**Run 1: signal wires on met1**

Bar = 20 µm. Supply wires on this layer in gray.
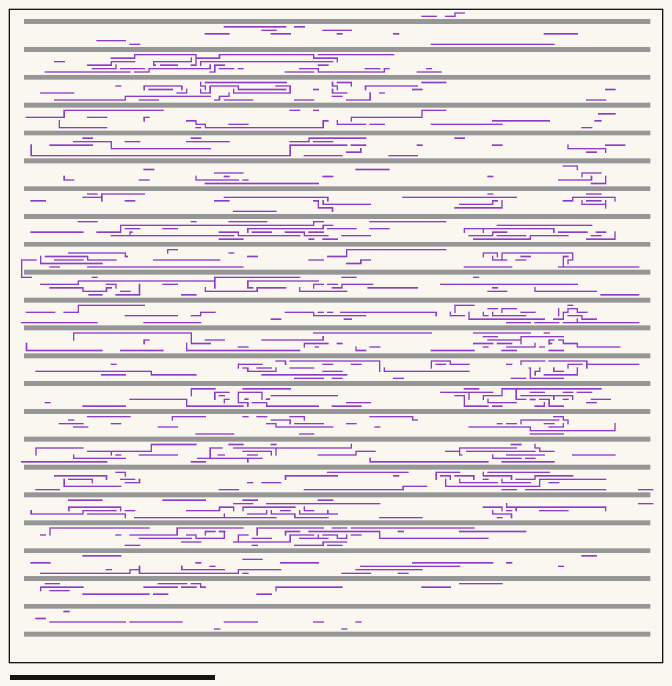
**Run 1: M2 wires**

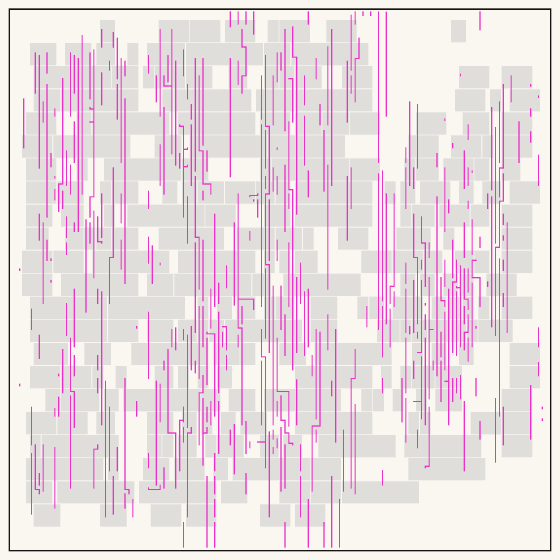
**Run 1: metal 3**

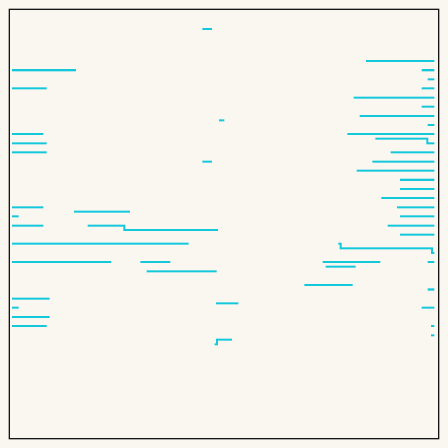
**Run 1: placement by cell class**

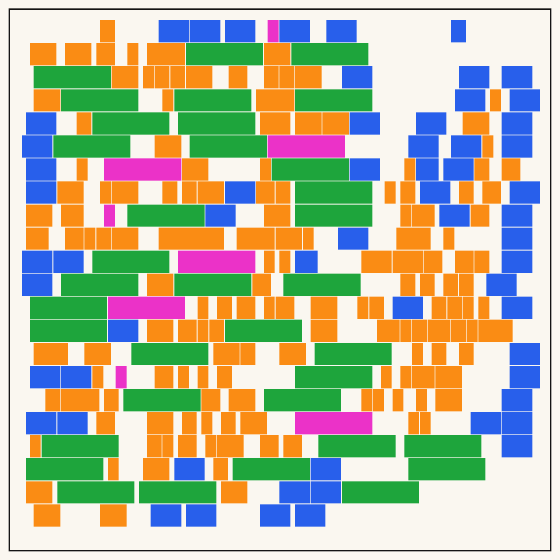
`src/rtl/multicycle_ctrl_fsm.sv`:
```
// Purpose : main sequencer of the multi-cycle CPU; steps each instruction through
//           IF/ID/EXE/MEM/WB, drives every datapath write-enable and mux select.
// Latency : outputs combinational from registered State/Opcode/Zero; 2..5 cycles per instr.
// Backpr. : none; the datapath always accepts. HALT parks in HALTED until Reset.
// Ports   : CLK, Reset (async, active-low), Opcode (IR[31:26]), Zero (ALU flag)
//           -> State, PCWre/IRWre/ABWre/ALUoutWre/DBWre/RegWre/mRD/mWR enables,
//              RegDst/WrSrc/PCSrc selects, InstrCount (retired instructions).
module multicycle_ctrl_fsm #(
    parameter logic [5:0] OP_RTYPE = 6'b000000,
    parameter logic [5:0] OP_ADDI  = 6'b000001,
    parameter logic [5:0] OP_LW    = 6'b100011,
    parameter logic [5:0] OP_SW    = 6'b101011,
    parameter logic [5:0] OP_BEQ   = 6'b000100,
    parameter logic [5:0] OP_BNE   = 6'b000101,
    parameter logic [5:0] OP_J     = 6'b000010,
    parameter logic [5:0] OP_JAL   = 6'b000011,
    parameter logic [5:0] OP_HALT  = 6'b111111
) (
    input  logic        CLK,
    input  logic        Reset,
    input  logic [5:0]  Opcode,
    input  logic        Zero,
    output logic [2:0]  State,
    output logic        PCWre,
    output logic        IRWre,
    output logic        ABWre,
    output logic        ALUoutWre,
    output logic        DBWre,
    output logic        RegWre,
    output logic [1:0]  RegDst,
    output logic [1:0]  WrSrc,
    output logic        mRD,
    output logic        mWR,
    output logic [1:0]  PCSrc,
    output logic [31:0] InstrCount
);

    typedef enum logic [2:0] {
        S_IF     = 3'b000,
        S_ID     = 3'b001,
        S_EXE    = 3'b010,
        S_MEM    = 3'b011,
        S_WB     = 3'b100,
        S_HALTED = 3'b111
    } state_t;

    state_t      r_state;
    state_t      w_next;
    logic [31:0] r_instr_count;

    always_ff @(posedge CLK or negedge Reset) begin
        if (!Reset) begin
            r_state <= S_IF;
        end else begin
            r_state <= w_next;
        end
    end

    // PCWre marks the last cycle of every instruction, so it doubles as the
    // retire strobe. HALT never asserts PCWre and therefore is not counted.
    always_ff @(posedge CLK or negedge Reset) begin
        if (!Reset) begin
            r_instr_count <= 32'd0;
        end else if (PCWre) begin
            r_instr_count <= r_instr_count + 32'd1;
        end
    end

    always_comb begin
        w_next    = S_IF;
        PCWre     = 1'b0;
        IRWre     = 1'b0;
        ABWre     = 1'b0;
        ALUoutWre = 1'b0;
        DBWre     = 1'b0;
        RegWre    = 1'b0;
        RegDst    = 2'b00;
        WrSrc     = 2'b00;
        mRD       = 1'b0;
        mWR       = 1'b0;
        PCSrc     = 2'b00;

        // While Reset is low every enable stays 0 so an abandoned instruction
        // cannot commit anything, independent of the held state/opcode.
        if (Reset) begin
            case (r_state)
                S_IF: begin
                    IRWre  = 1'b1;
                    w_next = S_ID;
                end
                S_ID: begin
                    ABWre = 1'b1;
                    case (Opcode)
                        OP_J: begin
                            PCWre = 1'b1;
                            PCSrc = 2'b10;
                        end
                        OP_JAL: begin
                            PCWre  = 1'b1;
                            PCSrc  = 2'b10;
                            RegWre = 1'b1;
                            RegDst = 2'b10;
                            WrSrc  = 2'b10;
                        end
                        OP_HALT: w_next = S_HALTED;
                        OP_RTYPE, OP_ADDI, OP_LW, OP_SW, OP_BEQ, OP_BNE: w_next = S_EXE;
                        // Unknown opcode retires as a NOP: just advance PC.
                        default: PCWre = 1'b1;
                    endcase
                end
                S_EXE: begin
                    ALUoutWre = 1'b1;
                    case (Opcode)
                        OP_BEQ, OP_BNE: begin
                            PCWre = 1'b1;
                            if ((Opcode == OP_BEQ && Zero) || (Opcode == OP_BNE && !Zero)) begin
                                PCSrc = 2'b01;
                            end
                        end
                        OP_LW, OP_SW: w_next = S_MEM;
                        default:      w_next = S_WB;
                    endcase
                end
                S_MEM: begin
                    if (Opcode == OP_LW) begin
                        mRD    = 1'b1;
                        DBWre  = 1'b1;
                        w_next = S_WB;
                    end else begin
                        mWR   = 1'b1;
                        PCWre = 1'b1;
                    end
                end
                S_WB: begin
                    RegWre = 1'b1;
                    PCWre  = 1'b1;
                    if (Opcode == OP_RTYPE) begin
                        RegDst = 2'b01;
                    end
                    if (Opcode == OP_LW) begin
                        WrSrc = 2'b01;
                    end
                end
                S_HALTED: w_next = S_HALTED;
                default:  w_next = S_IF;
            endcase
        end
    end

    assign State      = r_state;
    assign InstrCount = r_instr_count;

endmodule
```
`config.mk`:
```
export PLATFORM = sky130hd
export DESIGN_NAME = multicycle_ctrl_fsm
export DESIGN_NICKNAME = d
export VERILOG_FILES = /design/src/rtl/multicycle_ctrl_fsm.sv
export SDC_FILE = /design/constraint.sdc
export NUM_CORES = 1
export LEC_CHECK = 0
export CAP_MARGIN = 15
export CORE_UTILIZATION = 50
export CTS_BUF_LIST = sky130_fd_sc_hd__clkbuf_16
export CTS_CLUSTER_DIAMETER = 100
export DETAILED_ROUTE_END_ITERATION = 6
export PLACE_DENSITY_LB_ADDON = 0.25
export SYNTH_ARGS = -nofsm -noshare
export SYNTH_HDL_FRONTEND = slang
export SYNTH_SLANG_ARGS = --single-unit
```
`constraint.sdc`:
```
create_clock -name CLK -period 5.13 [get_ports CLK]
set_clock_uncertainty 0.2 [all_clocks]
set_input_delay 0.7695 -clock CLK [delete_from_list [all_inputs] [get_ports CLK]]
set_output_delay 0.7695 -clock CLK [all_outputs]
set_load 0.03 [all_outputs]
```
==> flow_summary.yaml, run 1 <==
# implementation run metrics
clocking:
  root_buffer: "clkbuf_16"
  numCtsBuffers: 5
  insertion_delay_ps: 270
  cts_setup_buffers: 0
  ctsHoldBuffers: 0
  clock_sinks: 35
  cts.htree.levels: 2
  cts_resized: 0
  cts_tree: "done"
  ctsLongestPathBuffers: 2
  clk_pin_slew_ps: 50
global_route:
  grt_use_met3: 0.04891
  first_global_vias: 1596
  antenna_found_initial: 0
  use_met2: 0.3697
  grt_use_total: 0.2298
  grt_overflow: 0
  grt_max_degree: 28
  grt_busiest_layer: "met2"
hold_path:
  hold_class: "primary input to async pin"
setup_path:
  crit_path_max_fanout: 8
  critical_path_class: "primary input to output port"
  rr_startpoint: "State[1]$_DFF_PN0_"
  rr_endpoint: "InstrCount[24]$_DFFE_PN0P_"
  rrSetupSlack_ps: 2420
  startpoint_type: "primary input"
  critPathMaxStageDelay_ps: 720
  crit_required_ps: 4160
  crit_arrival_ps: 3110
  critPathSlowestCell: "clkdlybuf4s50_1"
  crit_chain: "clkdlybuf4s50_1 > and3_4 > and3_4 > a311o_1 > o211a_1 > inv_1 > clkdlybuf4s50_1"
  end_kind: "output port"
power_and_ir_drop:
  p_leak_nw: 1.221
  switching_share: 0.2976
  pg_clk_uw: 275
  p_seq_frac: 0.429
  ir_drop_uv: 259.5
  power_leader: "sequential cells"
  seq-power_uw: 332
  p_comb_uw: 168
  pwr-share-comb: 0.217
  p_per_area_mw_per_mm2: 297.5
  fin_total_pwr_uw: 775.0
  clkPwrFrac: 0.355
  power_switching_uw: 230.6
cells_and_area:
  final_nets: 260
  diodes: 0
  utilization: 0.7116
  fin_cells: 299
  area.growth.synth_to_final_pct: 36.88
  fillers: 304
  final_area_mm2: 0.002605
  regArea_um2: 875.8
  logic_area_um2: 929.6
  drive_gt1_frac: 0.05976
drt:
  num_vias: 1633
  drtIter0Drc: 164
  antenna_left: 0
  wl_met1_um: 1854
  met3RoutedLength_um: 308
  wl_per_cell_um: 14.30
  dr_wl_met2_um: 2044
  drc: 0
  top_layer_used: "met4"
  drt_wl_total_um: 4275
  viasPerCell: 5.462
  dr.pass1.iters: 6
flow_run:
  tool_warnings: 26
  drv_cap: 0
outcome:
  outcome: "complete, no violations"
synthesis:
  synth_cell_types: 34
  ys_cells: 194
  synth_area_mm2: 0.001903
  yosys-stat-area_mm2: 0.001903
  synth.top_cells.by_count: "dfrtp_1 (35), xor2_1 (26), nand2_1 (18), nor2_1 (17), nor3_1 (15)"
  edf_count: 0
  synth_warnings: 0
  syn-num-nets: 204
  syn_avg_cell_area_um2: 9.810
  synth_area_leader_cell: "dfrtp_1"
  yosysTopAreaCellShare: 0.4602
  top_cell: "dfrtp_1"
  flop_cell: "dfrtp_1"
  yosys-top-cells-area: "dfrtp_1 (46%), xor2_1 (12%), nor3_1 (3.9%)"
  syn_inst: 194
  ys.flops: 35
floorplan:
  die_w_um: 63.70
  top_level_ports: 58
  fp.dieH_um: 63.70
  row_count: 22
  fp_util: 0.5198
  chipArea_mm2: 0.004057
  core_area_mm2: 0.003661
placement:
  port_buffers: 57
  dpl.hpwl_um: 2978
  placed_area_mm2: 0.002469
  gp_congestion: 0.8033
  place_ws_ps: 1065
final_timing:
  setup_viol: 0
  worst_pin_slew_ps: 555.6
  period_used_share: 0.7953
  fin_setup_tns_ps: 0
  hold_viol_final: 0
  fmax_ghz: 0.2451
  hold_slack_ps: 283.2
  finalCriticalPeriod_ps: 4080
  max_slew_margin: 0.6262
  layout_setup_ws_ps: 1050
Notes on 'signal wires on met1' above:
longest straight run = 25.3 µm
nets with wire on the layer = 207
main direction = horizontal
wire length on this layer = 1850 µm
share of all routed wire = 43%

Notes on 'M2 wires' above:
share of all routed wire = 48%
main direction = vertical
longest straight run = 21.8 µm
wire length on this layer = 2040 µm
nets with wire on the layer = 226

Notes on 'metal 3' above:
main direction = horizontal
wire length on this layer = 309 µm
longest straight run = 26.0 µm

Notes on 'placement by cell class' above:
remaining logic cells -> orange  # cells 149, share of their area 37%
remaining buffers and delay cells -> blue  # cells 59, share of their area 23%
clock drivers and dummy loads -> magenta  # cells 8, share of their area 5.4%
registers -> green  # cells 35, share of their area 34%

[run 1: cells by family (layout without fill, tap and decap cells)]
family,after synthesis,count (layout),synth area share
compound gates,11,11,0.03813
xor+xnor,32,32,0.1473
fa+ha+maj,1,1,0.006574
buf+inv,16,73,0.05127
flops,35,35,0.4602
mux,1,1,0.005917
simple gates,98,98,0.2906
[run 1: sequential cells by signal, indices dropped and copies added (netlist names)]
signal,count
InstrCount,32
State,3
[run 1: layout by cell type (no fill, tap or decap), types with 3 or more instances in the layout]
master	synthesis	final
nor4_1	6	6
nor2_1	17	17
xor2_1	26	26
nand4_1	4	4
nor3_1	15	15
a21oi_1	4	4
and3_1	5	5
xnor2_1	6	6
nor4b_1	5	5
clkbuf_16	0	5
nand3_1	14	14
inv_1	6	7
dfrtp_1	35	35
a211oi_1	3	3
nand2_1	18	18
clkdlybuf4s50_1	0	56
[run 1: worst max-delay path, delay by kind of cell]
family                 cells  cell delay [ps]
AND-OR/OR-AND              2              520
buffers and inverters      3             1400
AND/OR/NAND/NOR            2              410
[run 1: layout make-up]
| class | instances | area share |
|---|---|---|
| repair buffers | 59 | 0.2229 |
| clock inverters | 3 | 0.004323 |
| flip-flops and latches | 35 | 0.3362 |
| well taps | 48 | 0.02305 |
| multi-input cells | 143 | 0.3569 |
| inverters | 6 | 0.008646 |
| clock buffers | 5 | 0.04803 |
[run 1: worst max-delay path by stage]
stage	startpoint	slack, ps	end
2_1_floorplan	State[0]$_DFF_PN0_	1520	PCWre
3_3_place_gp	Opcode[1]	1080	PCWre
3_5_place_dp	Opcode[1]	1070	PCWre
4_1_cts	Opcode[1]	1050	PCWre
5_1_grt	Opcode[2]	870	RegWre
6_report	Opcode[1]	1050	PCWre
**Run 1: routing congestion**

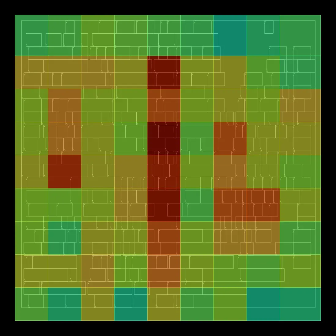

--- run 2 (diff from run 1) ---
CORE_UTILIZATION = 42   (was 50)
clock period = 3.3 ns   (was 5.13 ns; I/O delays follow)
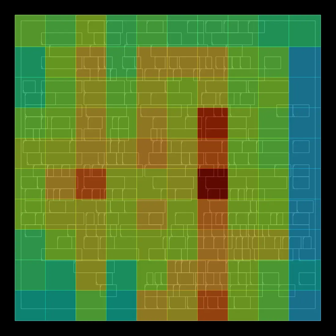
**Above:** run 2 (routing congestion).
met1 usage: 0.2656
All-Layer GR Usage: 0.1916
met2 Resource Use GR: 0.2869

==> flow_summary.yaml, run 2 <==
# implementation run metrics
placement:
  dpl.hpwl_um: 3024
  placed_area_mm2: 0.002535
  port_buffers: 57
  place_ws_ps: 175.7
  gp_congestion: 0.8922
setup_path:
  critPathSlowestCell: "clkdlybuf4s50_1"
  crit_required_ps: 2600
  crit_path_max_fanout: 7
  startpoint_type: "primary input"
  critPathMaxStageDelay_ps: 670
  crit_chain: "dlygate4sd3_1 > buf_2 > nand3b_1 > nor3_1 > and2_1 > clkdlybuf4s50_1"
  end_kind: "output port"
  rr_startpoint: "State[1]$_DFF_PN0_"
  critical_path_class: "primary input to output port"
  crit_arrival_ps: 2470
  crit_start: "Reset"
clocking:
  root_buffer: "clkbuf_16"
  clock_sinks: 35
  ctsLongestPathBuffers: 2
  clk_pin_slew_ps: 50
  cts.htree.levels: 2
  cts_tree: "done"
  insertion_delay_ps: 270
  numCtsBuffers: 5
  cts_setup_buffers: 0
floorplan:
  nWellTaps: 52
  die_w_um: 69.32
  fp_util: 0.4371
  fp.dieH_um: 69.32
  row_count: 24
  top_level_ports: 58
  chipArea_mm2: 0.004805
  core_area_mm2: 0.004354
drt:
  wl_met1_um: 1959
  drtIter0Drc: 100
  met3RoutedLength_um: 254
  antenna_left: 0
  top_layer_used: "met4"
  viasPerCell: 5.217
  dr.pass1.iters: 4
  drc: 0
  wl_per_cell_um: 13.76
  num_vias: 1612
  dr_wl_met2_um: 1979
synthesis:
  yosys-stat-area_mm2: 0.001903
  synth_area_leader_cell: "dfrtp_1"
  ys.flops: 35
  synth_warnings: 0
  top_cell: "dfrtp_1"
  flop_cell: "dfrtp_1"
  ys_cells: 194
  yosysTopAreaCellShare: 0.4602
  syn_inst: 194
  edf_count: 0
  syn_avg_cell_area_um2: 9.810
  syn-num-nets: 204
  synth_cell_types: 34
  yosys-top-cells-area: "dfrtp_1 (46%), xor2_1 (12%), nor3_1 (3.9%)"
  synth_area_mm2: 0.001903
  synth.top_cells.by_count: "dfrtp_1 (35), xor2_1 (26), nand2_1 (18), nor2_1 (17), nor3_1 (15)"
global_route:
  grt_overflow: 0
  antenna_found_initial: 0
  grt_max_degree: 22
  grt_busiest_layer: "met2"
  grt_use_met3: 0.04360
  first_global_vias: 1508
power_and_ir_drop:
  ir_drop_uv: 540.2
  switching_share: 0.2941
  fin_total_pwr_mw: 1.206
  power_switching_uw: 354.7
  p_per_area_mw_per_mm2: 451.1
  p_leak_nw: 1.273
  pwr-share-comb: 0.225
  clkPwrFrac: 0.346
  p_seq_frac: 0.429
final_timing:
  period_used_share: 0.9577
  layout_setup_ws_ps: 139.8
  hold_viol_final: 0
  worst_pin_slew_ps: 503.4
  max_slew_margin: 0.6644
  fin_setup_tns_ps: 0
  finalCriticalPeriod_ps: 3160
  hold_slack_ps: 262.3
  fmax_ghz: 0.3164
  setup_viol: 0
  maxSlewViolCount: 0
cells_and_area:
  largest_reg_flops: 32
  lay_top_count: "clkdlybuf4s50_1"
  n_all_buffers: 67
  diodes: 0
  fin_cells: 309
  largestClassByArea: "combinational gates"
  utilization: 0.6141
  logic_gate_count: 143
  layout_top_cells: "clkdlybuf4s50_1 (52), dfrtp_1 (35), xor2_1 (26)"
  seq_cell_count: 35
  final_area_mm2: 0.002674
  regArea_um2: 875.8
  num-nonclk-inverters: 6
  comb_area_share: 0.3500
  seq_share: 0.3276
  buf_share: 0.2415
  clockNetworkAreaShare: 0.04820
  area.growth.synth_to_final_pct: 40.50
  fillers: 366
  logic_area_um2: 935.9
  clockBufferCount: 5
  drive_gt1_frac: 0.1051
  final_nets: 268
hold_path:
  hold_depth: 1
  hold_class: "flip-flop to flip-flop"
outcome:
  outcome: "complete, no violations"
flow_run:
  drv_cap: 0
  tool_warnings: 26
[run 2: netlist changes by cell type in the layout (fill, tap and decap cells not counted), sizes merged]
cell,previous run,this run
buf,3,14
clkdlybuf4s50,56,52
clkinv,2,0
dlygate4sd3,0,1
[run 2: power by group through the flow]
stage | registers [mW] | clock network [mW] | logic [mW]
6_report | 0.518 | 0.418 | 0.271
5_1_grt | 0.526 | 0.449 | 0.290
4_1_cts | 0.517 | 0.429 | 0.273
3_5_place_dp | 0.523 | 0 | 0.270
3_3_place_gp | 0.523 | 0 | 0.269
2_1_floorplan | 0.580 | 0 | 0.0894
[run 2: logic make-up (layout without fill, tap and decap cells)]
group / after synthesis / in the layout / share of synthesized area
XOR/XNOR: 32 / 32 / 0.1473
multiplexers: 1 / 1 / 0.005917
AND-OR/OR-AND: 11 / 11 / 0.03813
AND/OR/NAND/NOR: 98 / 98 / 0.2906
adder cells (fa/ha/maj): 1 / 1 / 0.006574
flip-flops: 35 / 35 / 0.4602
buffers and inverters: 16 / 79 / 0.05127
[run 2: worst max-delay path: cells and delay by family]
family | cells | cell delay (ps)
and+or+nand+nor | 3 | 620
buffers and inverters | 3 | 1360
[run 2: path summary, 6_finish.rpt]
path	endpoint	slack (ps)
worst min register to register	InstrCount[31]$_DFFE_PN0P_	260
min in group asynchronous	State[1]$_DFF_PN0_	370
max in group asynchronous	InstrCount[28]$_DFFE_PN0P_	2050
worst max-delay path	PCSrc[1]	140
worst max register to register	InstrCount[16]$_DFFE_PN0P_	870
worst min-delay path	InstrCount[31]$_DFFE_PN0P_	260
[run 2: repair_timing]
action	CTS	global route
resized	0	0
hold buffers	1	0
endpoints found under the hold margin	1	0
Power is estimated from default activity; no workload was simulated.
